===== config.mk =====
export PLATFORM = sky130hd
export DESIGN_NAME = regfile_write_arbiter
export DESIGN_NICKNAME = d
export VERILOG_FILES = /design/src/rtl/regwr_pkg.sv /design/src/rtl/regwr_slot.sv /design/src/rtl/regfile_write_arbiter.sv
export SDC_FILE = /design/constraint.sdc
export NUM_CORES = 1
export LEC_CHECK = 0
export CORE_UTILIZATION = 45
export DETAILED_ROUTE_END_ITERATION = 10
export GPL_TIMING_DRIVEN = 0
export PLACE_DENSITY = 0.73
export SLEW_MARGIN = 0
export SYNTH_ARGS = -nofsm -noshare
export SYNTH_HDL_FRONTEND = slang
export SYNTH_HIERARCHICAL = 1
export SYNTH_SLANG_ARGS = --single-unit

===== constraint.sdc =====
create_clock -name clock -period 3.7 [get_ports clock]
set_input_delay 0.74 -clock clock [delete_from_list [all_inputs] [get_ports clock]]
set_output_delay 0.74 -clock clock [all_outputs]
set_load 0.02 [all_outputs]

===== src/rtl/regwr_pkg.sv =====
// Shared constants for the register-file write arbiter: field widths,
// protected register addresses and the grant_src encoding.
package regwr_pkg;

  localparam int unsigned REG_ADDR_W = 5;
  localparam int unsigned DATA_W     = 32;
  localparam int unsigned WAIT_W     = 8;
  localparam int unsigned GRANT_W    = 4;

  localparam logic [REG_ADDR_W-1:0] REG_ZERO   = 5'd0;
  localparam logic [REG_ADDR_W-1:0] REG_RANDOM = 5'd29;

  // grant_src: 0 for the CPU (and when idle), idx+1 for peripheral requester idx
  localparam logic [GRANT_W-1:0] GRANT_CPU  = 4'd0;
  localparam logic [GRANT_W-1:0] GRANT_IDLE = 4'd0;

  function automatic logic [GRANT_W-1:0] grant_req(input int unsigned idx);
    return GRANT_W'(idx + 1);
  endfunction

  function automatic logic is_protected(input logic [REG_ADDR_W-1:0] addr);
    return (addr == REG_ZERO) || (addr == REG_RANDOM);
  endfunction

endpackage


===== src/rtl/regwr_slot.sv =====
// One-entry holding slot for a peripheral requester, with a saturating
// wait counter that flags starvation once it reaches STARVE_LIMIT.
module regwr_slot
  import regwr_pkg::*;
#(
  parameter int unsigned STARVE_LIMIT = 16
) (
  input  logic                  clock,
  input  logic                  ctrl_reset,
  input  logic                  valid,
  input  logic                  prot_hit,
  input  logic                  grant,
  input  logic [REG_ADDR_W-1:0] in_reg,
  input  logic [DATA_W-1:0]     in_data,
  output logic                  full,
  output logic [REG_ADDR_W-1:0] slot_reg,
  output logic [DATA_W-1:0]     slot_data,
  output logic                  starving
);

  logic [WAIT_W-1:0] wait_cnt;

  always_ff @(posedge clock or negedge ctrl_reset) begin
    if (!ctrl_reset) begin
      full      <= 1'b0;
      slot_reg  <= '0;
      slot_data <= '0;
      wait_cnt  <= '0;
    end else if (full) begin
      if (grant) begin
        full     <= 1'b0;
        wait_cnt <= '0;
      end else if (wait_cnt != '1) begin
        wait_cnt <= wait_cnt + 1'b1;
      end
    end else begin
      wait_cnt <= '0;
      // ready equals empty, so the handshake is just valid while empty
      if (valid && !prot_hit) begin
        full      <= 1'b1;
        slot_reg  <= in_reg;
        slot_data <= in_data;
      end
    end
  end

  assign starving = (wait_cnt >= WAIT_W'(STARVE_LIMIT));

endmodule


===== src/rtl/regfile_write_arbiter.sv =====
// Shares the register-file write port between CPU writeback (priority) and
// NUM_REQ peripheral holding slots served round-robin; all outputs registered.
module regfile_write_arbiter
  import regwr_pkg::*;
#(
  parameter int unsigned NUM_REQ      = 4,
  parameter int unsigned STARVE_LIMIT = 16
) (
  input  logic                      clock,
  input  logic                      ctrl_reset,
  input  logic                      cpu_we,
  input  logic [4:0]                cpu_wreg,
  input  logic [31:0]               cpu_wdata,
  output logic                      cpu_stall,
  input  logic [NUM_REQ-1:0]        req_valid,
  input  logic [5*NUM_REQ-1:0]      req_reg,
  input  logic [32*NUM_REQ-1:0]     req_data,
  output logic [NUM_REQ-1:0]        req_ready,
  output logic                      ctrl_writeEnable,
  output logic [4:0]                ctrl_writeReg,
  output logic [31:0]               data_writeReg,
  output logic [3:0]                grant_src,
  output logic                      prot_err
);

  localparam int unsigned PTR_W = $clog2(NUM_REQ);

  logic [NUM_REQ-1:0]    full;
  logic [NUM_REQ-1:0]    starving;
  logic [NUM_REQ-1:0]    prot_hit;
  logic [NUM_REQ-1:0]    grant;
  logic [REG_ADDR_W-1:0] slot_reg  [NUM_REQ];
  logic [DATA_W-1:0]     slot_data [NUM_REQ];

  logic [PTR_W-1:0] rr_ptr;
  logic [PTR_W-1:0] win;
  logic [PTR_W-1:0] win_next;
  logic             found;

  for (genvar i = 0; i < NUM_REQ; i++) begin : g_slot
    assign prot_hit[i] = is_protected(req_reg[5*i +: 5]);

    regwr_slot #(
      .STARVE_LIMIT (STARVE_LIMIT)
    ) u_slot (
      .clock      (clock),
      .ctrl_reset (ctrl_reset),
      .valid      (req_valid[i]),
      .prot_hit   (prot_hit[i]),
      .grant      (grant[i]),
      .in_reg     (req_reg[5*i +: 5]),
      .in_data    (req_data[32*i +: 32]),
      .full       (full[i]),
      .slot_reg   (slot_reg[i]),
      .slot_data  (slot_data[i]),
      .starving   (starving[i])
    );
  end

  assign req_ready = ~full;

  // Search full slots starting at rr_ptr, wrapping modulo NUM_REQ
  always_comb begin
    int unsigned idx;
    found = 1'b0;
    win   = '0;
    idx   = 0;
    for (int unsigned k = 0; k < NUM_REQ; k++) begin
      idx = 32'(rr_ptr) + k;
      if (idx >= NUM_REQ) idx = idx - NUM_REQ;
      if (!found && full[idx]) begin
        found = 1'b1;
        win   = PTR_W'(idx);
      end
    end
  end

  always_comb begin
    grant = '0;
    if (!cpu_we && found) grant[win] = 1'b1;
  end

  assign win_next = (win == PTR_W'(NUM_REQ - 1)) ? '0 : win + 1'b1;

  always_ff @(posedge clock or negedge ctrl_reset) begin
    if (!ctrl_reset) begin
      ctrl_writeEnable <= 1'b0;
      ctrl_writeReg    <= '0;
      data_writeReg    <= '0;
      grant_src        <= GRANT_IDLE;
      rr_ptr           <= '0;
      cpu_stall        <= 1'b0;
      prot_err         <= 1'b0;
    end else begin
      cpu_stall <= |starving;
      if (|(req_valid & req_ready & prot_hit)) prot_err <= 1'b1;

      if (cpu_we) begin
        ctrl_writeEnable <= 1'b1;
        ctrl_writeReg    <= cpu_wreg;
        data_writeReg    <= cpu_wdata;
        grant_src        <= GRANT_CPU;
      end else if (found) begin
        ctrl_writeEnable <= 1'b1;
        ctrl_writeReg    <= slot_reg[win];
        data_writeReg    <= slot_data[win];
        grant_src        <= grant_req(32'(win));
        rr_ptr           <= win_next;
      end else begin
        ctrl_writeEnable <= 1'b0;
        grant_src        <= GRANT_IDLE;
      end
    end
  end

endmodule


**Run 1: pin map**

Drawn at 2 px/um. Pins as bars across the die edge, other pins in grey.
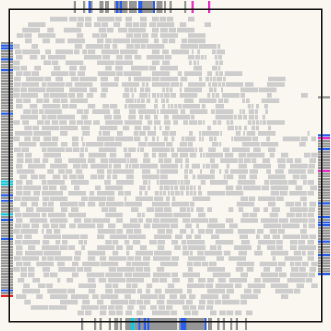
Key: blue = cpu_wdata [pins 32, direction input, edge 10 west, 9 east, 7 south, 6 north]; magenta = grant_src [pins 4, direction output, edge 2 east, 2 north]; red = clock [pins 1, direction input, edge west]; cyan = ctrl_writeReg [pins 5, direction output, edge 3 west, 2 south]
All pins by edge: 94 west, 57 south, 53 east, 36 north.

**Run 1: clock routing**

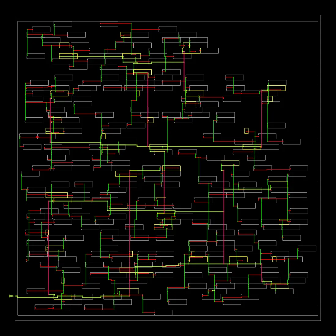
CTS Sinks: 229
CTS buffer count: 25
later-pin clock latency in the skew report: 0.53 ns
Seq cells: 229
skew final: 0.0134 ns

==> summary.txt, run 1 <==
Ys Warns = 6
Main kind of combinational logic by area = multiplexers
Top cells by count = dfrtp_1, mux2_1, mux2_2
Metal3 WL = 2.25 mm
Final-report hold violation count = 0
Ys flops = 229
Period utilisation layout = 71.5%
Met3 Resource Use GR = 6.03%
Pre-Place Util = 46.4%
Reg with most FFs = g_slot.u_slot/slot_data
Routability Congestion = 0.849
Post-CTS setup repair buffer count = 0
Power density cells = 834 mW/mm2
Worst hold path class = in2async
Max stage delay on crit path = 0.54 ns
Cell type with the largest total area = dfrtp_1
Vias = 7765
Tool warnings = 39
Top cells by area = dfrtp_1, mux2_1, mux2_2
Post-Synthesis Cells = 802
Worst EP arrival = 3.08 ns
Post-synthesis adder-cell area fraction = 1.18%
Dominant cell by count in the synthesized netlist = dfrtp_1
Commonest flop = dfrtp_1
Placed cells = 1354
Diode count = 0
Commonest Layout Cell = clkdlybuf4s50_1
CP Class = reg2reg
Sequential fraction of the synthesis area = 54.0%
Worst-Margin Slew = 0.924 ns
Core Region = 0.0228 mm2
Vias in the first global route = 8002
Cts hold-fix bufs = 0
H-tree levels = 1
First-pass GRT wire length = 45.5 mm
I/O Buffers = 238
Met1 Wirelength = 12.7 mm
Layout area overhead = 34.6%
Met2 WL = 13.8 mm
DRT iter0 DRCs = 384
Syn Nets = 1004
Post-Route Utilization = 62.5%
Fraction of registers with async set or reset after synthesis = 100%
Vias/cell = 5.55
Final Power = 11.9 mW
Logic area = 0.00444 mm2
P_leak = 5.95 nW
Row cnt = 55
# setup viols final = 0
Mean post-synth cell area = 13.2 um2
YS chip area = 0.0106 mm2
Setup crit end kind = register
CP dominant cell by count = nor2_1
Share of layout cells above drive strength 1 = 18.2%
Simple share = 8.30%
Cells in synth_stat.txt = 802
Distinct cell type count after synthesis = 42
Final WS setup = 1.05 ns
Initial antenna violation count = 0
Synthesized area = 0.0106 mm2
Post-CTS sizing = 0
Mux area share = 22.0%
# fillers = 1837
M2 GR Usage = 40.2%
Register area = 0.00573 mm2
Max Buffers Root-to-Sink = 3
Most frequent cells in the layout = clkdlybuf4s50_1, dfrtp_1, mux2_1
GRT Overall Usage = 24.7%
Highest metal used = met4
CP max-delay cell = nor4_1
Die width = 156 um
IO Pins = 240
CP Launch Type = register
Fmax = 378 MHz
Die height = 156 um
Synth Area in XOR/XNOR = 0%
First-pass iteration count of the detailed router = 5
Root Driver = clkbuf_16
Global routing's busiest layer = met2
Met1 usage = 33.5%
Die Area = 0.0242 mm2
Total gr overflow = 0
Worst-path clk slew = 0.06 ns
Max-area cell share = 54.0%
Max-slew violation count = 0
Biggest registers after layout = g_slot.u_slot/slot_data x128, data_writeReg x32, g_slot.u_slot/wait_cnt x32
RSZ-0062 raised after global routing = no
Post-route ant nets = 0
Fin cells = 1399
CTS tree = done
Post-DP HPWL = 20.7 mm
Worst slack at placement = 0.622 ns
Largest net degree at the start of global routing = 118
Critical Path RT = 4.14 ns
Post-route minimum period = 2.65 ns
DRC Markers = 0
Detailed-route wire length per cell = 20.9 um
Largest driver fanout on the critical path = 10
Final nets = 1270
Max-cap violations = 0
WL final = 29.3 mm
Critical-path cell list = nor4_1 > nor2_1 > nand2_4 > buf_2 > nor2_1 > nand2b_1 > nor3_1
Max VDD drop = 0.453 mV
Complex Gates by Area = 10.3%
Post-Layout Inst Area = 0.0143 mm2
Largest register FFs = 128
Max-Slew Margin vs Limit = 38.4%
Post-synth EDFFs = 0
Status = finished, final reports clean
Placed inst area = 0.0134 mm2
**Run 1: close-up of the layout**

Window x 92 to 142, y 92 to 142 um. Cells in grey, sequential cells in the stronger grey; small squares are vias.
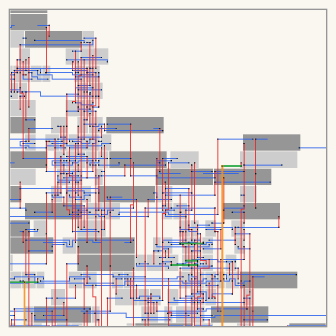
Key: blue = met1; green = met3; red = met2; orange = met4
Sequential cells in the window: 17. 102 logic cells have their middle in the window. Most frequent: dfrtp_1 (17), nor3_1 (10). Netlist names of flops here include g_slot.u_slot/wait_cnt (14), g_slot.u_slot/full (2).

==> run 1: critical path: cells and delay by family (launching register included) <==
kind / cells / cell delay [ns]
buf+inv: 1 / 0.35
flops: 1 / 0.49
simple gates: 6 / 1.72
==> run 1: worst paths after layout <==
kind | from | to | slack [ns] | cells after the start
setup / recovery | g_slot[2].u_slot/full | g_slot[0].u_slot/wait_cnt[6] | 1.05 | 7
hold / removal | ctrl_reset | g_slot[0].u_slot/slot_data[31] | 0.25 | 1
setup reg to reg | g_slot[2].u_slot/full | g_slot[0].u_slot/wait_cnt[6] | 1.05 | 7
hold reg to reg | g_slot[3].u_slot/slot_data[21] | g_slot[3].u_slot/slot_data[21] | 0.48 | 1
max in group asynchronous | ctrl_reset | g_slot[1].u_slot/wait_cnt[3] | 2.39 | 2
min in group clock | g_slot[3].u_slot/slot_data[21] | g_slot[3].u_slot/slot_data[21] | 0.48 | 1
==> run 1: power by group <==
group          leakage [nW]  internal [mW]  switching [mW]
registers              2.76           3.67           0.702
clock network         0.431           1.57            1.04
logic                  2.76           2.44            2.50
==> run 1: stage by stage <==
step / hold WS [ns] / TNS [ns]
after floorplan: 0.444 / 0
after global placement: 0.460 / -1835.91
after detailed placement: 0.470 / 0
after CTS: 0.334 / 0
after global routing: 0.345 / 0
final: 0.247 / 0
==> run 1: kinds of logic after synthesis <==
family / Yosys count
AND-OR/OR-AND: 141
adder cells (fa/ha/maj): 10
buffers and inverters: 70
flip-flops: 229
multiplexers: 215
other: 1
AND/OR/NAND/NOR: 136
==> run 1: cell type report <==
cell class,instances,area share [%]
clock inverters,13,1.05
multi-input cells,503,31.1
well taps,313,2.74
plain buffers,49,2.50
flip-flops and latches,229,40.1
inverters,21,0.552
clock buffers,32,4.99
repair buffers,239,16.9
**Run 1: met3 routing**

Drawn at 3 px/um.
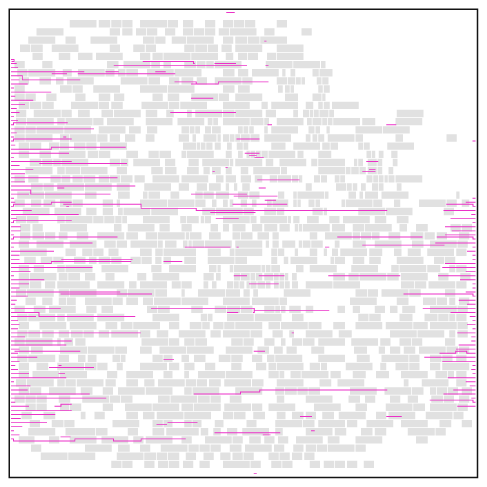

## Run 2: what changed since run 1
==> constraint.sdc (replaced) <==
create_clock -name clock -period 2.6 [get_ports clock]
set_input_delay 0.52 -clock clock [delete_from_list [all_inputs] [get_ports clock]]
set_output_delay 0.52 -clock clock [all_outputs]
set_load 0.02 [all_outputs]
**Run 2: met3 routing**

Drawn at 3 px/um.
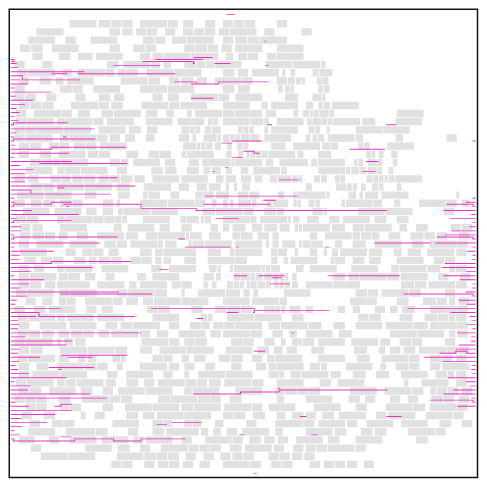
The layer carries 2130 um of wire. 184 nets have wire on it. The wires run mostly horizontal. The longest straight run is 63.5 um.

==> run 2 against run 1 <==
Compared with the run above:
- cell count is essentially flat
- final area is essentially flat
- fmax grew 9.0%
- power is 42% higher
- via count increased by 0.13%
- non-clock buffer count down 1
- critical path depth fell by 1
- worst hold slack lost 0.19 ns
- synthesized area unchanged
- critical endpoint unchanged
- clock-buffer cell count stayed put
==> summary.txt, run 2 <==
Initial antenna violation count = 0 (unchanged)
Worst-path clk slew = 0.06 ns (about the same)
# setup viols final = 0 (unchanged)
M2 GR Usage = 40.2% (unchanged)
Vias = 7775 (was 7765)
IO Pins = 240 (unchanged)
DRC Markers = 0 (unchanged)
Row cnt = 55 (unchanged)
CTS buffer count = 25 (unchanged)
Combinational share of power = 41.5% (about the same)
Max-Slew Margin vs Limit = 40.3% (was 38.4%)
Die width = 156 um (unchanged)
Top cells by area = dfrtp_1, mux2_1, mux2_2 (unchanged)
Clk network pwr share = 21.8% (was 21.9%)
Post-route minimum period = 2.43 ns (was 2.65 ns)
Largest register FFs = 128 (unchanged)
Critical Path RT = 3.00 ns (was 4.14 ns)
Dominant cell by count in the synthesized netlist = dfrtp_1 (unchanged)
Sequential power share = 36.7% (about the same)
Placed inst area = 0.0134 mm2 (unchanged)
Power density cells = 1190 mW/mm2 (was 834 mW/mm2)
Post-Layout Inst Area = 0.0143 mm2 (about the same)
Cts hold-fix bufs = 0 (unchanged)
Detailed-route wire length per cell = 20.9 um (about the same)
CP Launch Type = register (unchanged)
Final-report hold violation count = 0 (unchanged)
Setup crit end kind = register (unchanged)
Global routing's busiest layer = met2 (unchanged)
Pre-Place Util = 46.4% (unchanged)
Highest metal used = met4 (unchanged)
Share of layout cells above drive strength 1 = 18.6% (was 18.2%)
Cells in synth_stat.txt = 802 (unchanged)
CP Class = reg2reg (unchanged)
Post-synth EDFFs = 0 (unchanged)
I/O Buffers = 238 (unchanged)
Final WS setup = 0.173 ns (was 1.05 ns)
CTS tree = done (unchanged)
Post-CTS setup repair buffer count = 0 (unchanged)
Post-CTS sizing = 1 (was 0)
DRT iter0 DRCs = 391 (was 384)
Distinct cell type count after synthesis = 42 (unchanged)
GRT Overall Usage = 24.7% (unchanged)
Later-pin clock latency in the skew report = 0.53 ns (about the same)
Die Area = 0.0242 mm2 (unchanged)
Sequential fraction of the synthesis area = 54.0% (unchanged)
Pint = 10.9 mW (was 7.68 mW)
P_leak = 5.95 nW (about the same)
Ys Warns = 6 (unchanged)
H-tree levels = 1 (unchanged)
Placed cells = 1354 (unchanged)
RSZ-0062 raised after global routing = no (unchanged)
Root Driver = clkbuf_16 (unchanged)
Post-DP HPWL = 20.7 mm (unchanged)
First-pass iteration count of the detailed router = 5 (unchanged)
Vias/cell = 5.56 (was 5.55)
Sw frac = 35.5% (was 35.6%)
Largest net degree at the start of global routing = 118 (unchanged)
Seq group = 6.23 mW (was 4.37 mW)
Met3 Resource Use GR = 6.03% (unchanged)
Max Buffers Root-to-Sink = 3 (unchanged)
Cell type with the largest total area = dfrtp_1 (unchanged)
Max-area cell share = 54.0% (unchanged)
Synthesized area = 0.0106 mm2 (unchanged)
Final Power = 17.0 mW (was 11.9 mW)
Fmax = 412 MHz (was 378 MHz)
Final nets = 1269 (was 1270)
Met2 WL = 13.8 mm (about the same)
First-pass GRT wire length = 45.5 mm (unchanged)
Met1 usage = 33.5% (unchanged)
Core Region = 0.0228 mm2 (unchanged)
Total gr overflow = 0 (unchanged)
Sw Pwr = 6.03 mW (was 4.24 mW)
Sum Neg Setup Slack = 0 ns (unchanged)
Commonest flop = dfrtp_1 (unchanged)
Hold slack = 0.0574 ns (was 0.247 ns)
Worst EP arrival = 2.82 ns (was 3.08 ns)
Reg with most FFs = g_slot.u_slot/slot_data (unchanged)
Max-slew violation count = 0 (unchanged)
Metal3 WL = 2.13 mm (was 2.25 mm)
Post-Route Utilization = 62.6% (was 62.5%)
Worst-Margin Slew = 0.896 ns (was 0.924 ns)
Status = finished, final reports clean (unchanged)
Layout area overhead = 34.7% (was 34.6%)
Ys flops = 229 (unchanged)
Biggest registers after layout = g_slot.u_slot/slot_data x128, data_writeReg x32, g_slot.u_slot/wait_cnt x32 (unchanged)
Die height = 156 um (unchanged)
Worst slack at placement = -0.258 ns (was 0.622 ns)
Max-cap violations = 0 (unchanged)
Largest driver fanout on the critical path = 19 (was 10)
Worst hold path class = in2async (unchanged)
Max VDD drop = 0.644 mV (was 0.453 mV)
Fin cells = 1398 (was 1399)
Vias in the first global route = 8002 (unchanged)
Top cells by count = dfrtp_1, mux2_1, mux2_2 (unchanged)
CTS Sinks = 229 (unchanged)
Post-Synthesis Cells = 802 (unchanged)
Mean post-synth cell area = 13.2 um2 (unchanged)
Commonest Layout Cell = clkdlybuf4s50_1 (unchanged)
YS chip area = 0.0106 mm2 (unchanged)
Routability Congestion = 0.849 (unchanged)
P_comb = 7.04 mW (was 4.94 mW)
Tool warnings = 39 (unchanged)
Most frequent cells in the layout = clkdlybuf4s50_1, dfrtp_1, mux2_1 (unchanged)
Syn Nets = 1004 (unchanged)
Fraction of registers with async set or reset after synthesis = 100% (unchanged)
Period utilisation layout = 93.4% (was 71.5%)
Met1 Wirelength = 12.8 mm (was 12.7 mm)
Diode count = 0 (unchanged)
Post-route ant nets = 0 (unchanged)
Pwr top = combinational logic (unchanged)
WL final = 29.3 mm (about the same)
**Run 2: clock routing**

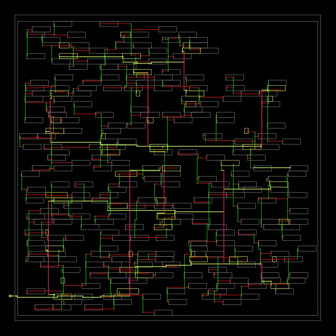
Clk power: 3.71 mW
skew final: 0.0155 ns
CLK BUF: 32

## run 2: netlist changes by cell type in the layout (fill, tap and decap cells not counted), sizes merged
cell / delta
clkbuf: +2
buf: -3
## run 2: cell type report
class | count | area, um2
Inverter | 21 | 78.8
Clock inverter | 13 | 150
Timing Repair Buffer | 239 | 2410
Fill cell | 1833 | 8560
Clock buffer | 32 | 712
Multi-Input combinational cell | 503 | 4450
Sequential cell | 229 | 5730
Buffer | 48 | 357
Tap cell | 313 | 392
## run 2: kinds of logic (layout without fill, tap and decap cells)
| kind of cell | after synthesis | in the layout | share of synthesized area (%) |
|---|---|---|---|
| muxes | 215 | 215 | 22.0 |
| adders and majority gates | 10 | 10 | 1.18 |
| AOI/OAI and AO/OA | 141 | 141 | 10.3 |
| DFF | 229 | 229 | 54.0 |
| other | 1 | 1 | 0.0353 |
| buffers and inverters | 70 | 353 | 4.10 |
| and+or+nand+nor | 136 | 136 | 8.30 |
## run 2: critical path, cell delays in order (launching register included)
cell and delay, ns:
dfrtp_1 0.56, nor4_2 0.12, nor2_1 0.61, nand2_4 0.37, nor2_1 0.22, nand2b_1 0.31, nor3_1 0.11
## run 2: worst paths after layout
path                                                start  depth (start not counted)                        endpoint  slack, ns
setup / recovery                    g_slot[2].u_slot/full                          6    g_slot[0].u_slot/wait_cnt[6]       0.17
hold / removal                                 ctrl_reset                          1  g_slot[0].u_slot/slot_data[31]       0.06
setup reg to reg                    g_slot[2].u_slot/full                          6    g_slot[0].u_slot/wait_cnt[6]       0.17
hold reg to reg            g_slot[3].u_slot/slot_data[18]                          1  g_slot[3].u_slot/slot_data[18]       0.48
max in group asynchronous                      ctrl_reset                          2           g_slot[1].u_slot/full       1.45
min in group clock         g_slot[3].u_slot/slot_data[18]                          1  g_slot[3].u_slot/slot_data[18]       0.48
**Run 2: pin map**

Drawn at 2 px/um. Pins as bars across the die edge, other pins in grey.
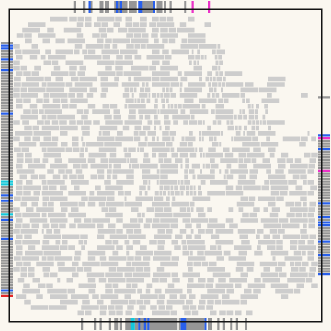

## Run 3: what changed since run 2
--- a/config.mk
+++ b/config.mk
@@ -6,6 +6,7 @@
 export NUM_CORES = 1
 export LEC_CHECK = 0
 export CORE_UTILIZATION = 45
+export CTS_BUF_LIST = sky130_fd_sc_hd__clkbuf_8
 export DETAILED_ROUTE_END_ITERATION = 10
 export GPL_TIMING_DRIVEN = 0
 export PLACE_DENSITY = 0.73
**Run 3: pin map**

Drawn at 2 px/um. Pins as bars across the die edge, other pins in grey.
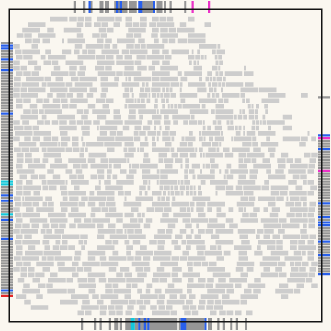
Key: magenta = grant_src [pins 4, direction output, edge 2 east, 2 north]; cyan = ctrl_writeReg [pins 5, direction output, edge 3 west, 2 south]; blue = cpu_wdata [pins 32, direction input, edge 10 west, 9 east, 7 south, 6 north]; red = clock [pins 1, direction input, edge west]
All pins by edge: 94 west, 57 south, 53 east, 36 north.
I/O Buffers: 238
die width: 156 um
die height: 156 um

==> run 3 against run 2 <==
Compared with the run above:
- sequential share of layout area rose by 0.26 points
- worst setup slack got worse by 0.049 ns
- combinational power barely moved
- clock power fell by 13%
- non-clock buffer count did not move
- clock-buffer cell count rose by 18
- worst hold slack got worse by 0.020 ns
- final area fell by 0.67%
- cell count rose by 1.6%
- first-iteration DRC count fell by 4.3%
- core utilization fell by 0.42 points
- global-route usage rose by 0.29 points
- largest cell class unchanged
- largest power group unchanged
- highest routed layer unchanged
==> summary.txt, run 3 <==
Status = finished, final reports clean (unchanged)
Delay-heaviest family, CP = simple AND/OR/NAND/NOR gates (unchanged)
Sum Neg Setup Slack = 0 ns (unchanged)
CTS Sinks = 229 (unchanged)
Tool warnings = 39 (unchanged)
Period utilisation layout = 95.3% (was 93.4%)
Largest net degree at the start of global routing = 118 (unchanged)
Post-synthesis adder-cell area fraction = 1.18% (unchanged)
First-pass iteration count of the detailed router = 5 (unchanged)
Pint = 10.4 mW (was 10.9 mW)
Synth Area in XOR/XNOR = 0% (unchanged)
Reg with most FFs = g_slot.u_slot/slot_data (unchanged)
Worst-Margin Slew = 0.894 ns (was 0.896 ns)
Placed cells = 1354 (unchanged)
Inverter count = 21 (unchanged)
#MultiIn Comb = 503 (unchanged)
First-pass GRT wire length = 45.8 mm (was 45.5 mm)
Sw Pwr = 6.03 mW (about the same)
Worst slack at placement = -0.258 ns (unchanged)
Commonest flop = dfrtp_1 (unchanged)
Share of layout cells above drive strength 1 = 19.2% (was 18.6%)
Post-DP HPWL = 20.7 mm (unchanged)
Biggest registers after layout = g_slot.u_slot/slot_data x128, data_writeReg x32, g_slot.u_slot/wait_cnt x32 (unchanged)
Later-pin clock latency in the skew report = 0.55 ns (was 0.53 ns)
Logic area = 0.00446 mm2 (was 0.00445 mm2)
CP Launch Type = register (unchanged)
H-tree levels = 2 (was 1)
Worst EP arrival = 2.92 ns (was 2.82 ns)
DRC Markers = 0 (unchanged)
Max VDD drop = 0.637 mV (was 0.644 mV)
Most frequent cells in the layout = clkdlybuf4s50_1, dfrtp_1, mux2_1 (unchanged)
Post-synth EDFFs = 0 (unchanged)
CLK BUF = 50 (was 32)
Row cnt = 55 (unchanged)
Combinational share of power = 42.7% (was 41.5%)
Critical-path cell list = inv_1 > a221oi_2 > nor2_2 > buf_4 > buf_4 > ha_1 > and2_1 > nand2b_2 > nor3_1 (was nor4_2 > nor2_1 > nand2_4 > nor2_1 > nand2b_1 > nor3_1)
Max-Slew Margin vs Limit = 40.4% (was 40.3%)
Synthesized area = 0.0106 mm2 (unchanged)
Final-report hold violation count = 0 (unchanged)
Post-route ant nets = 0 (unchanged)
Post-Synthesis Cells = 802 (unchanged)
Pre-Place Util = 46.4% (unchanged)
Post-CTS setup repair buffer count = 0 (unchanged)
Placed inst area = 0.0134 mm2 (unchanged)
GRT Overall Usage = 25.0% (was 24.7%)
Mux area share = 22.0% (unchanged)
DRT iter0 DRCs = 374 (was 391)
YS chip area = 0.0106 mm2 (unchanged)
Ys flops = 229 (unchanged)
Final nets = 1285 (was 1269)
Register area = 0.00573 mm2 (about the same)
Max stage delay on crit path = 0.45 ns (was 0.61 ns)
CP dominant cell by count = buf_4 (was nor2_1)
Main kind of combinational logic by area = multiplexers (unchanged)
Complex Gates by Area = 10.3% (unchanged)
Die Area = 0.0242 mm2 (unchanged)
Routability Congestion = 0.849 (unchanged)
Root Driver = clkbuf_8 (was clkbuf_16)
Worst hold path class = in2async (unchanged)
Ys Warns = 6 (unchanged)
Post-Route Utilization = 62.1% (was 62.6%)
Max-cap violations = 0 (unchanged)
Cells in synth_stat.txt = 802 (unchanged)
Fraction of registers with async set or reset after synthesis = 100% (unchanged)
# fillers = 1857 (was 1833)
RSZ-0062 raised after global routing = no (unchanged)
Clk network pwr share = 19.5% (was 21.8%)
Layout area overhead = 33.8% (was 34.7%)
IO Pins = 240 (unchanged)
Post-Layout Inst Area = 0.0142 mm2 (was 0.0143 mm2)
P_leak = 5.95 nW (about the same)
Largest register FFs = 128 (unchanged)
Setup crit end kind = register (unchanged)
Distinct cell type count after synthesis = 42 (unchanged)
Final Power = 16.5 mW (was 17.0 mW)
CTS tree = done (unchanged)
Simple share = 8.30% (unchanged)
Area-dominant class = registers (unchanged)
WL final = 29.3 mm (about the same)
Worst-path clk slew = 0.06 ns (about the same)
Total gr overflow = 0 (unchanged)
Dominant cell by count in the synthesized netlist = dfrtp_1 (unchanged)
CP Buf/Inv Count = 3 (was 0)
Core Region = 0.0228 mm2 (unchanged)
Mean post-synth cell area = 13.2 um2 (unchanged)
Max-area cell share = 54.0% (unchanged)
Comb area share = 31.4% (was 31.2%)
Top cells by count = dfrtp_1, mux2_1, mux2_2 (unchanged)
Sequential power share = 37.8% (was 36.7%)
Cell type with the largest total area = dfrtp_1 (unchanged)
CP max-delay cell = dfrtp_1 (was nor2_1)
Largest driver fanout on the critical path = 10 (was 19)
Signal buffers = 287 (unchanged)
Fin cells = 1420 (was 1398)
Hold slack = 0.0379 ns (was 0.0574 ns)
Diode count = 0 (unchanged)
Vias = 7829 (was 7775)
Sequential fraction of the synthesis area = 54.0% (unchanged)
Critical Path RT = 3.04 ns (was 3.00 ns)
Clock network share of area = 5.41% (was 6.03%)
Buffering overhead = 19.5% (was 19.4%)
Commonest Layout Cell = clkdlybuf4s50_1 (unchanged)
Seq cells = 229 (unchanged)
**Run 3: close-up of the layout**

Window x 92 to 142, y 92 to 142 um. Cells in grey, sequential cells in the stronger grey; small squares are vias.
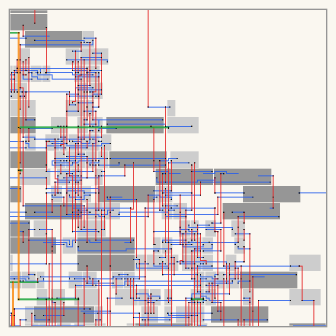
Key: red = met2; blue = met1; orange = met4; green = met3
Sequential cells in the window: 17. Netlist names of flops here include g_slot.u_slot/wait_cnt (14), g_slot.u_slot/full (2). 106 logic cells have their middle in the window. Most frequent: dfrtp_1 (15), nor3_1 (10).

## run 3: netlist changes by cell type in the layout (fill, tap and decap cells not counted), sizes merged
cell      change
clkinvlp      +1
clkbuf       +17
inv          +13
buf           +1
bufinv        -3
clkinv        -7
## run 3: per-layer routing
| metal | track usage, % | share of wire [%] |
|---|---|---|
| met5 | 0 | 0 |
| met4 | 7.98 | 2.3 |
| met3 | 6.78 | 7.6 |
| met2 | 40.3 | 47 |
| met1 | 32.8 | 43 |
## run 3: final timing paths
check                      cells after the start                           start                        endpoint  slack (ns)
setup / recovery                               9           g_slot[0].u_slot/full    g_slot[2].u_slot/wait_cnt[5]        0.12
hold / removal                                 1                      ctrl_reset  g_slot[0].u_slot/slot_data[31]        0.04
setup reg to reg                               9           g_slot[0].u_slot/full    g_slot[2].u_slot/wait_cnt[5]        0.12
hold reg to reg                                1  g_slot[3].u_slot/slot_data[18]  g_slot[3].u_slot/slot_data[18]        0.48
max in group asynchronous                      2                      ctrl_reset           g_slot[1].u_slot/full        1.47
min in group clock                             1  g_slot[3].u_slot/slot_data[18]  g_slot[3].u_slot/slot_data[18]        0.48
## run 3: repair_timing
| action | in CTS | in global routing |
|---|---|---|
| hold buffers | 0 | 0 |
| cloned | 0 | 0 |
| resized | 1 | 5 |
| setup endpoints to repair | 3 | 20 |
## run 3: power groups by stage
stage / combinational (mW) / sequential [mW] / clock [mW]
after floorplan: 4.38 / 6.36 / 0
after global placement: 6.96 / 6.20 / 0
after detailed placement: 7.10 / 6.24 / 0
after CTS: 7.11 / 6.21 / 3.29
after global routing: 7.56 / 6.43 / 3.45
final: 7.02 / 6.23 / 3.21
Power is estimated from default activity; no workload was simulated.
